### src/rtl/mips_pkg.sv
// Shared ALU control encodings used by the ALU control decoder and the execute stage.
package mips_pkg;

    localparam int ALU_CTR_W = 4;

    typedef enum logic [ALU_CTR_W-1:0] {
        ALU_AND = 4'b0000,
        ALU_OR  = 4'b0001,
        ALU_ADD = 4'b0010,
        ALU_SUB = 4'b0110,
        ALU_SLT = 4'b0111
    } alu_ctr_e;

    function automatic logic alu_ctr_legal(input logic [ALU_CTR_W-1:0] ctr);
        logic legal;
        legal = 1'b0;
        case (ctr)
            ALU_AND, ALU_OR, ALU_ADD, ALU_SUB, ALU_SLT: legal = 1'b1;
            default:                                    legal = 1'b0;
        endcase
        return legal;
    endfunction

endpackage

### src/rtl/mips_alu_core.sv
// Combinational ALU: add/sub/and/or/slt with zero, signed overflow and illegal-code flags.
module mips_alu_core
    import mips_pkg::*;
#(
    parameter int WIDTH = 32
) (
    input  logic [ALU_CTR_W-1:0] ctr,
    input  logic [WIDTH-1:0]     a,
    input  logic [WIDTH-1:0]     b,
    output logic [WIDTH-1:0]     result,
    output logic                 zero,
    output logic                 overflow,
    output logic                 illegal
);

    logic [WIDTH-1:0] sum;
    logic [WIDTH-1:0] diff;
    logic             a_lt_b;

    assign sum  = a + b;
    assign diff = a - b;

    // Direct signed compare stays correct where the sign of a-b would lie on overflow.
    assign a_lt_b = $signed(a) < $signed(b);

    always_comb begin
        result   = '0;
        overflow = 1'b0;
        case (ctr)
            ALU_ADD: begin
                result   = sum;
                overflow = (a[WIDTH-1] == b[WIDTH-1]) && (sum[WIDTH-1] != a[WIDTH-1]);
            end
            ALU_SUB: begin
                result   = diff;
                overflow = (a[WIDTH-1] != b[WIDTH-1]) && (diff[WIDTH-1] != a[WIDTH-1]);
            end
            ALU_AND: result = a & b;
            ALU_OR:  result = a | b;
            ALU_SLT: result = {{(WIDTH-1){1'b0}}, a_lt_b};
            default: result = '0;
        endcase
    end

    assign zero    = (result == '0);
    assign illegal = !alu_ctr_legal(ctr);

endmodule

### src/rtl/mips_ex_stage.sv
// Registered execute stage: ALU core feeding a 2-entry skid buffer with valid/ready on both sides.
module mips_ex_stage
    import mips_pkg::*;
#(
    parameter int WIDTH = 32
) (
    input  logic                 clk,
    input  logic                 rst_n,
    input  logic                 flush,
    input  logic                 in_valid,
    output logic                 in_ready,
    input  logic [ALU_CTR_W-1:0] alu_ctr,
    input  logic [WIDTH-1:0]     op_a,
    input  logic [WIDTH-1:0]     op_b,
    output logic                 out_valid,
    input  logic                 out_ready,
    output logic [WIDTH-1:0]     result,
    output logic                 zero,
    output logic                 overflow,
    output logic                 illegal
);

    typedef struct packed {
        logic [WIDTH-1:0] result;
        logic             zero;
        logic             overflow;
        logic             illegal;
    } entry_t;

    entry_t alu_entry;
    entry_t main_q, main_d;
    entry_t skid_q, skid_d;
    logic   main_valid_q, main_valid_d;
    logic   skid_valid_q, skid_valid_d;
    logic   in_ready_q;
    logic   accept;
    logic   pop;

    mips_alu_core #(
        .WIDTH (WIDTH)
    ) u_alu_core (
        .ctr      (alu_ctr),
        .a        (op_a),
        .b        (op_b),
        .result   (alu_entry.result),
        .zero     (alu_entry.zero),
        .overflow (alu_entry.overflow),
        .illegal  (alu_entry.illegal)
    );

    assign accept = in_valid && in_ready_q;
    assign pop    = main_valid_q && out_ready;

    // Skid may only fill while main is stalled; in_ready drops the cycle it does.
    always_comb begin
        main_d       = main_q;
        skid_d       = skid_q;
        main_valid_d = main_valid_q;
        skid_valid_d = skid_valid_q;
        if (flush) begin
            main_valid_d = 1'b0;
            skid_valid_d = 1'b0;
        end else if (!main_valid_q) begin
            if (accept) begin
                main_d       = alu_entry;
                main_valid_d = 1'b1;
            end
        end else if (pop) begin
            if (skid_valid_q) begin
                main_d       = skid_q;
                skid_valid_d = 1'b0;
            end else if (accept) begin
                main_d = alu_entry;
            end else begin
                main_valid_d = 1'b0;
            end
        end else if (accept) begin
            skid_d       = alu_entry;
            skid_valid_d = 1'b1;
        end
    end

    always_ff @(posedge clk) begin
        if (!rst_n) begin
            main_q       <= '0;
            skid_q       <= '0;
            main_valid_q <= 1'b0;
            skid_valid_q <= 1'b0;
            in_ready_q   <= 1'b1;
        end else begin
            main_q       <= main_d;
            skid_q       <= skid_d;
            main_valid_q <= main_valid_d;
            skid_valid_q <= skid_valid_d;
            in_ready_q   <= !skid_valid_d;
        end
    end

    assign in_ready  = in_ready_q;
    assign out_valid = main_valid_q;
    assign result    = main_q.result;
    assign zero      = main_q.zero;
    assign overflow  = main_q.overflow;
    assign illegal   = main_q.illegal;

endmodule

### config.mk
export PLATFORM = sky130hd
export DESIGN_NAME = mips_ex_stage
export DESIGN_NICKNAME = d
export VERILOG_FILES = /design/src/rtl/mips_pkg.sv /design/src/rtl/mips_alu_core.sv /design/src/rtl/mips_ex_stage.sv
export SDC_FILE = /design/constraint.sdc
export NUM_CORES = 1
export LEC_CHECK = 0
export CAP_MARGIN = 20
export CORE_MARGIN = 5
export CORE_UTILIZATION = 53
export CTS_CLUSTER_DIAMETER = 80
export DETAILED_ROUTE_END_ITERATION = 8
export PLACE_DENSITY = 0.75
export SLEW_MARGIN = 0
export SYNTH_ARGS = -nofsm -noshare
export SYNTH_HDL_FRONTEND = slang
export SYNTH_SLANG_ARGS = --single-unit
### constraint.sdc
create_clock -name clk -period 6.5 [get_ports clk]
set_input_delay 0.975 -clock clk [delete_from_list [all_inputs] [get_ports clk]]
set_output_delay 0.975 -clock clk [all_outputs]
set_load 0.05 [all_outputs]
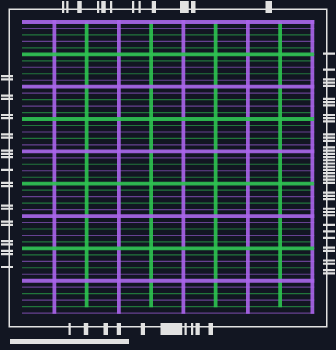
Figure 1: run 1, power grid.
Bar = 50 µm. Pins as bars on the die edge.
- purple: VSS
- green: VDD
- rows: 45
- met5 straps: 9
- met4 straps: 9

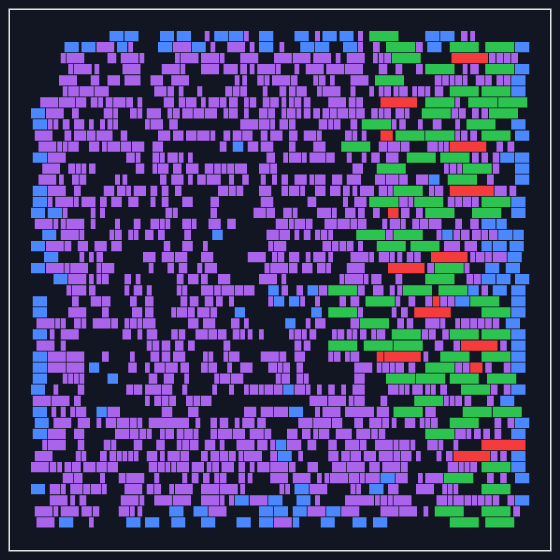
Figure 2: run 1, placement by cell class.
- red: clock drivers and dummy loads (cells 16)
- purple: all other logic (cells 1,002)
- green: flops (cells 73)
- blue: other buffers and delay cells (cells 130)

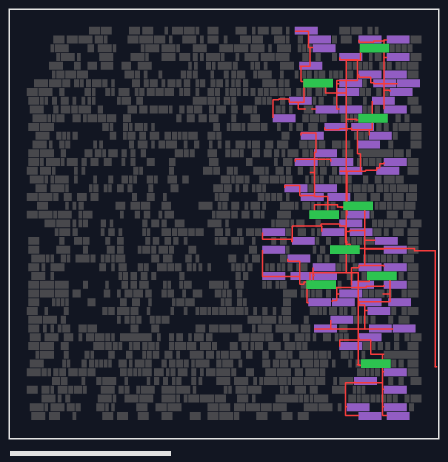
Figure 3: run 1, clock network drawn from the DEF.
Bar = 50 µm.
- red: clock wires (length 811 µm)
- purple: flip-flops (count 73)
- green: cells driving clock nets (count 9)
- routed clock nets: 10
- flops lie: a vertical strip on the right

==> reports/metrics.csv, run 1 <==
metric;value;unit
status;finished, final reports clean;
Flops;73;
CP delay by family, top;AND-OR/OR-AND gates;
Total Power;1.67;mW
final non-filler cell total;1409;
n_diodes;0;
CTS clk-pin slew, worst paths;0.06;ns
Fin. Hold Viols;0;
Biggest Area Class;multi-input combinational cells;
worst hold stages;2;
Finished Cell Area;0.00955;mm²
yosys simple share;0.201;
total wire length;27300;µm
fp_density;0.532;
clock sink total;73;
Commonest cells post-synth;nor2_1, a21oi_1, o21ai_0;
Post-synth EDFFs;0;
tool warnings;96;
max reg flops;35;
Core Area;0.0150;mm²
DR pass1 iterations;5;
global-route wire length before repair;42600;µm
Die Y;133;µm
CP max FO;4;
hold slack;0.456;ns
CP Capture Type;register;
pwr dens;175;mW/mm²
WS Path Type;in -> reg;
CTS tree;yes;
Pwr top;combinational logic;
VDD IR max;0.000146;V
Switch Pwr;0.624;mW
Multi-In Gates;904;
Tap Count;188;
Setup violations, final;0;
Top cell excl fill/tap;nor2_1;
initial drt markers;954;
Worst slew margin;0.244;
Pleak;3.99;nW
Final Core Density;0.635;
DR WL met2;12500;µm
Top non-seq family;AND-OR/OR-AND gates;
Filler cells;1402;
sequential power;0.475;mW
CP bufs+invs;2;
Setup WS post-layout;1.18;ns
sequential cell area share;0.153;
Max-area cell share;0.183;
fraction of synthesized cell area in xor and xnor cells;0.0241;
clock power share;0.312;
Figure 4. Clock wiring as the flow saved it (run 1).
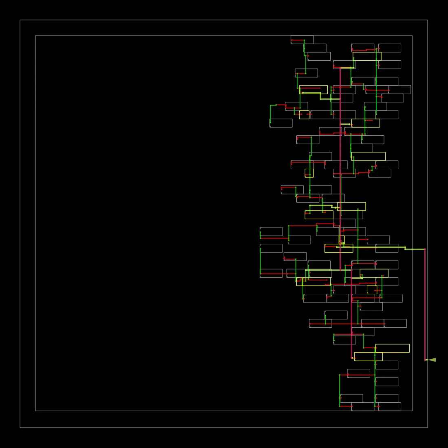

--- run 2 (diff from run 1) ---
Settings changed: CORE_UTILIZATION 53 to 52, PLACE_DENSITY 0.75 to 0.76.
Clock period 6.5 ns to 4.8 ns, I/O delays scaled along.
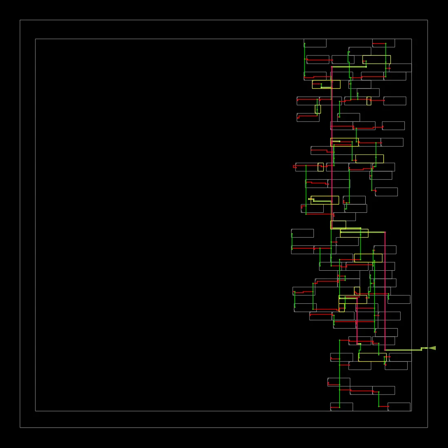
Figure 5: run 2, clock wiring as the flow saved it.
skew final: 0.00183 ns
Flops: 73
Power Clock: 0.590 mW

==> reports/metrics.csv, run 2 <==
metric;value;unit;change
Finished Cell Area;0.00994;mm²;was 0.00955 mm²
sequential power;0.644;mW;was 0.475 mW
clock power share;0.266;;was 0.312
VDD IR max;0.000134;V;was 0.000146 V
Filler cells;1374;;was 1,402
Worst slew margin;0.195;;was 0.244
Max-area cell share;0.183;;unchanged
Fin. Hold Viols;0;;unchanged
Top non-seq family;AND-OR/OR-AND gates;;unchanged
Post-synth EDFFs;0;;unchanged
DR WL met2;12600;µm;was 12,500 µm
worst hold stages;2;;unchanged
Biggest Area Class;multi-input combinational cells;;unchanged
tool warnings;96;;unchanged
Multi-In Gates;904;;unchanged
max reg flops;35;;unchanged
CP endpoint;zero;;unchanged
Placed Area;0.00967;mm²;was 0.00923 mm²
Core Area;0.0151;mm²;was 0.0150 mm²
final non-filler cell total;1466;;was 1,409
CP delay by family, top;AND-OR/OR-AND gates;;unchanged
total wire length;28400;µm;was 27,300 µm
WS Path Type;in -> reg;;unchanged
clock sink total;73;;unchanged
Die Y;134;µm;was 133 µm
reg2reg end;result[22];;was result[31]
sequential cell area share;0.147;;was 0.153
number of clock-tree buffers in the layout;11;;was 9
Avg Vias per Cell;6.26;;was 6.34
switching share of total power;0.381;;was 0.373
yosys simple share;0.201;;unchanged
global-route wire length before repair;44600;µm;was 42,600 µm
Nets at Floorplan;1323;;unchanged
pwr dens;224;mW/mm²;was 175 mW/mm²
Switch Pwr;0.847;mW;was 0.624 mW
Pleak;4.26;nW;was 3.99 nW
fraction of synthesized cell area in xor and xnor cells;0.0241;;unchanged
Final Core Density;0.656;;was 0.635
Top cell excl fill/tap;nor2_1;;unchanged
CP max FO;4;;unchanged
max cap viols;0;;unchanged
total CTS buffers;9;;unchanged
CTS clk-pin slew, worst paths;0.05;ns;was 0.06 ns
DR pass1 iterations;7;;was 5
Pwr top;combinational logic;;unchanged
Setup violations, final;0;;unchanged
Tmin final;4.47;ns;
grt peak-use layer;met2;;unchanged
Commonest cells post-synth;nor2_1, a21oi_1, o21ai_0;;unchanged
Setup WS post-layout;0.331;ns;was 1.18 ns
CTS tree;yes;;unchanged
status;finished, final reports clean;;unchanged
initial drt markers;855;;was 954
Total Power;2.22;mW;was 1.67 mW
Tap Count;188;;unchanged
CP Capture Type;register;;unchanged
hold slack;0.455;ns;was 0.456 ns
CP bufs+invs;2;;unchanged
fp_density;0.528;;was 0.532
n_diodes;0;;unchanged
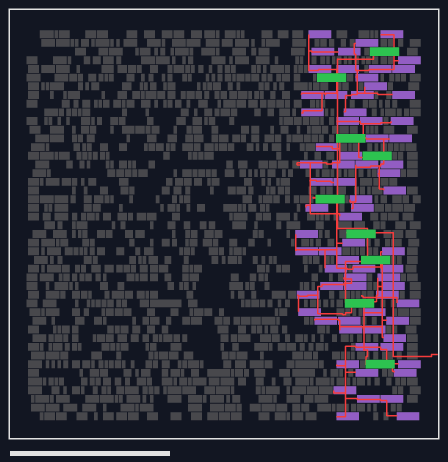
Figure 6: run 2, clock network drawn from the DEF.
Bar = 50 µm.
- green: cells driving clock nets (count 9)
- red: clock wires (length 799 µm)
- purple: flip-flops (count 73)
- routed clock nets: 10

Figure 7. Power grid (run 2).
Bar = 50 µm. Pins as bars on the die edge.
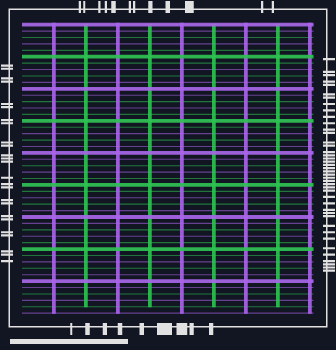

--- run 3 (diff from run 2) ---
Settings changed: CORE_UTILIZATION 52 to 53, SYNTH_HIERARCHICAL set to 1.
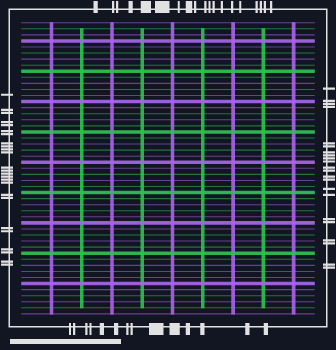
Figure 8: run 3, power grid.
Bar = 50 µm. Pins as bars on the die edge.
- purple: VSS
- green: VDD
- met1 rails: 49
- met5 straps: 9
- met4 straps: 9

==> reports/metrics.csv, run 3 <==
metric;value;unit;change
status;finished, final reports clean;;unchanged
global-route wire length before repair;53800;µm;was 44,600 µm
CP bufs+invs;5;;was 2
Core Area;0.0172;mm²;was 0.0151 mm²
total CTS buffers;9;;unchanged
DR pass1 iterations;5;;was 7
grt peak-use layer;met2;;unchanged
Nets at Floorplan;1437;;was 1,323
clock power share;0.257;;was 0.266
max cap viols;0;;unchanged
total wire length;36200;µm;was 28,400 µm
Switch Pwr;1.02;mW;was 0.847 mW
htree depth;3;;unchanged
Total Power;2.67;mW;was 2.22 mW
sequential power;0.629;mW;was 0.644 mW
n_diodes;0;;unchanged
DR WL met2;17400;µm;was 12,600 µm
clock sink total;73;;unchanged
CTS clk-pin slew, worst paths;0.06;ns;was 0.05 ns
max reg flops;35;;unchanged
Power Clock;0.686;mW;was 0.590 mW
Yosys Instances;1259;;was 1,146
Setup violations, final;0;;unchanged
skew final;0.00585;ns;was 0.00183 ns
CP max FO;5;;was 4
yosys simple share;0.175;;was 0.201
VDD IR max;0.000204;V;was 0.000134 V
Avg Vias per Cell;6.33;;was 6.26
worst hold stages;2;;unchanged
initial drt markers;1228;;was 855
number of clock-tree buffers in the layout;9;;was 11
Worst slew margin;0.350;;was 0.195
Placed Area;0.0123;mm²;was 0.00967 mm²
CP delay by family, top;AND-OR/OR-AND gates;;unchanged
Top non-seq family;AND-OR/OR-AND gates;;unchanged
WS Path Type;in -> reg;;unchanged
CP endpoint;zero;;unchanged
Setup WS post-layout;0.0410;ns;was 0.331 ns
Pwr top;combinational logic;;unchanged
fraction of synthesized cell area in xor and xnor cells;0.0133;;was 0.0241
Post-synth EDFFs;0;;unchanged
fp_density;0.535;;was 0.528
Biggest Area Class;multi-input combinational cells;;unchanged
Flops;73;;unchanged
hold slack;0.465;ns;was 0.455 ns
tool warnings;100;;was 96
Commonest cells post-synth;a21oi_1, ha_1, inv_1;;was nor2_1, a21oi_1, o21ai_0
reg2reg end;result[11];;was result[22]
sequential cell area share;0.106;;was 0.147
CTS tree;yes;;unchanged
Die Y;142;µm;was 134 µm
Final Core Density;0.805;;was 0.656
most common cell in the netlist;a21oi_1;;was nor2_1
switching share of total power;0.380;;was 0.381
final non-filler cell total;1826;;was 1,466
Finished Cell Area;0.0138;mm²;was 0.00994 mm²
CP Capture Type;register;;unchanged
Tap Count;225;;was 188
pwr dens;193;mW/mm²;was 224 mW/mm²
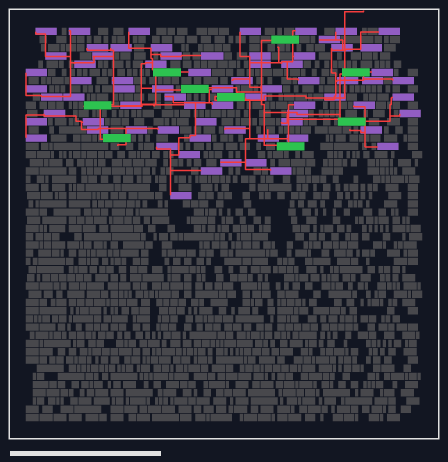
Figure 9: run 3, clock network drawn from the DEF.
Bar = 50 µm.
- red: clock wires (length 927 µm)
- purple: flip-flops (count 73)
- green: cells driving clock nets (count 9)
- routed clock nets: 10
- flops lie: a band across the top

Power is estimated from default activity; no workload was simulated.
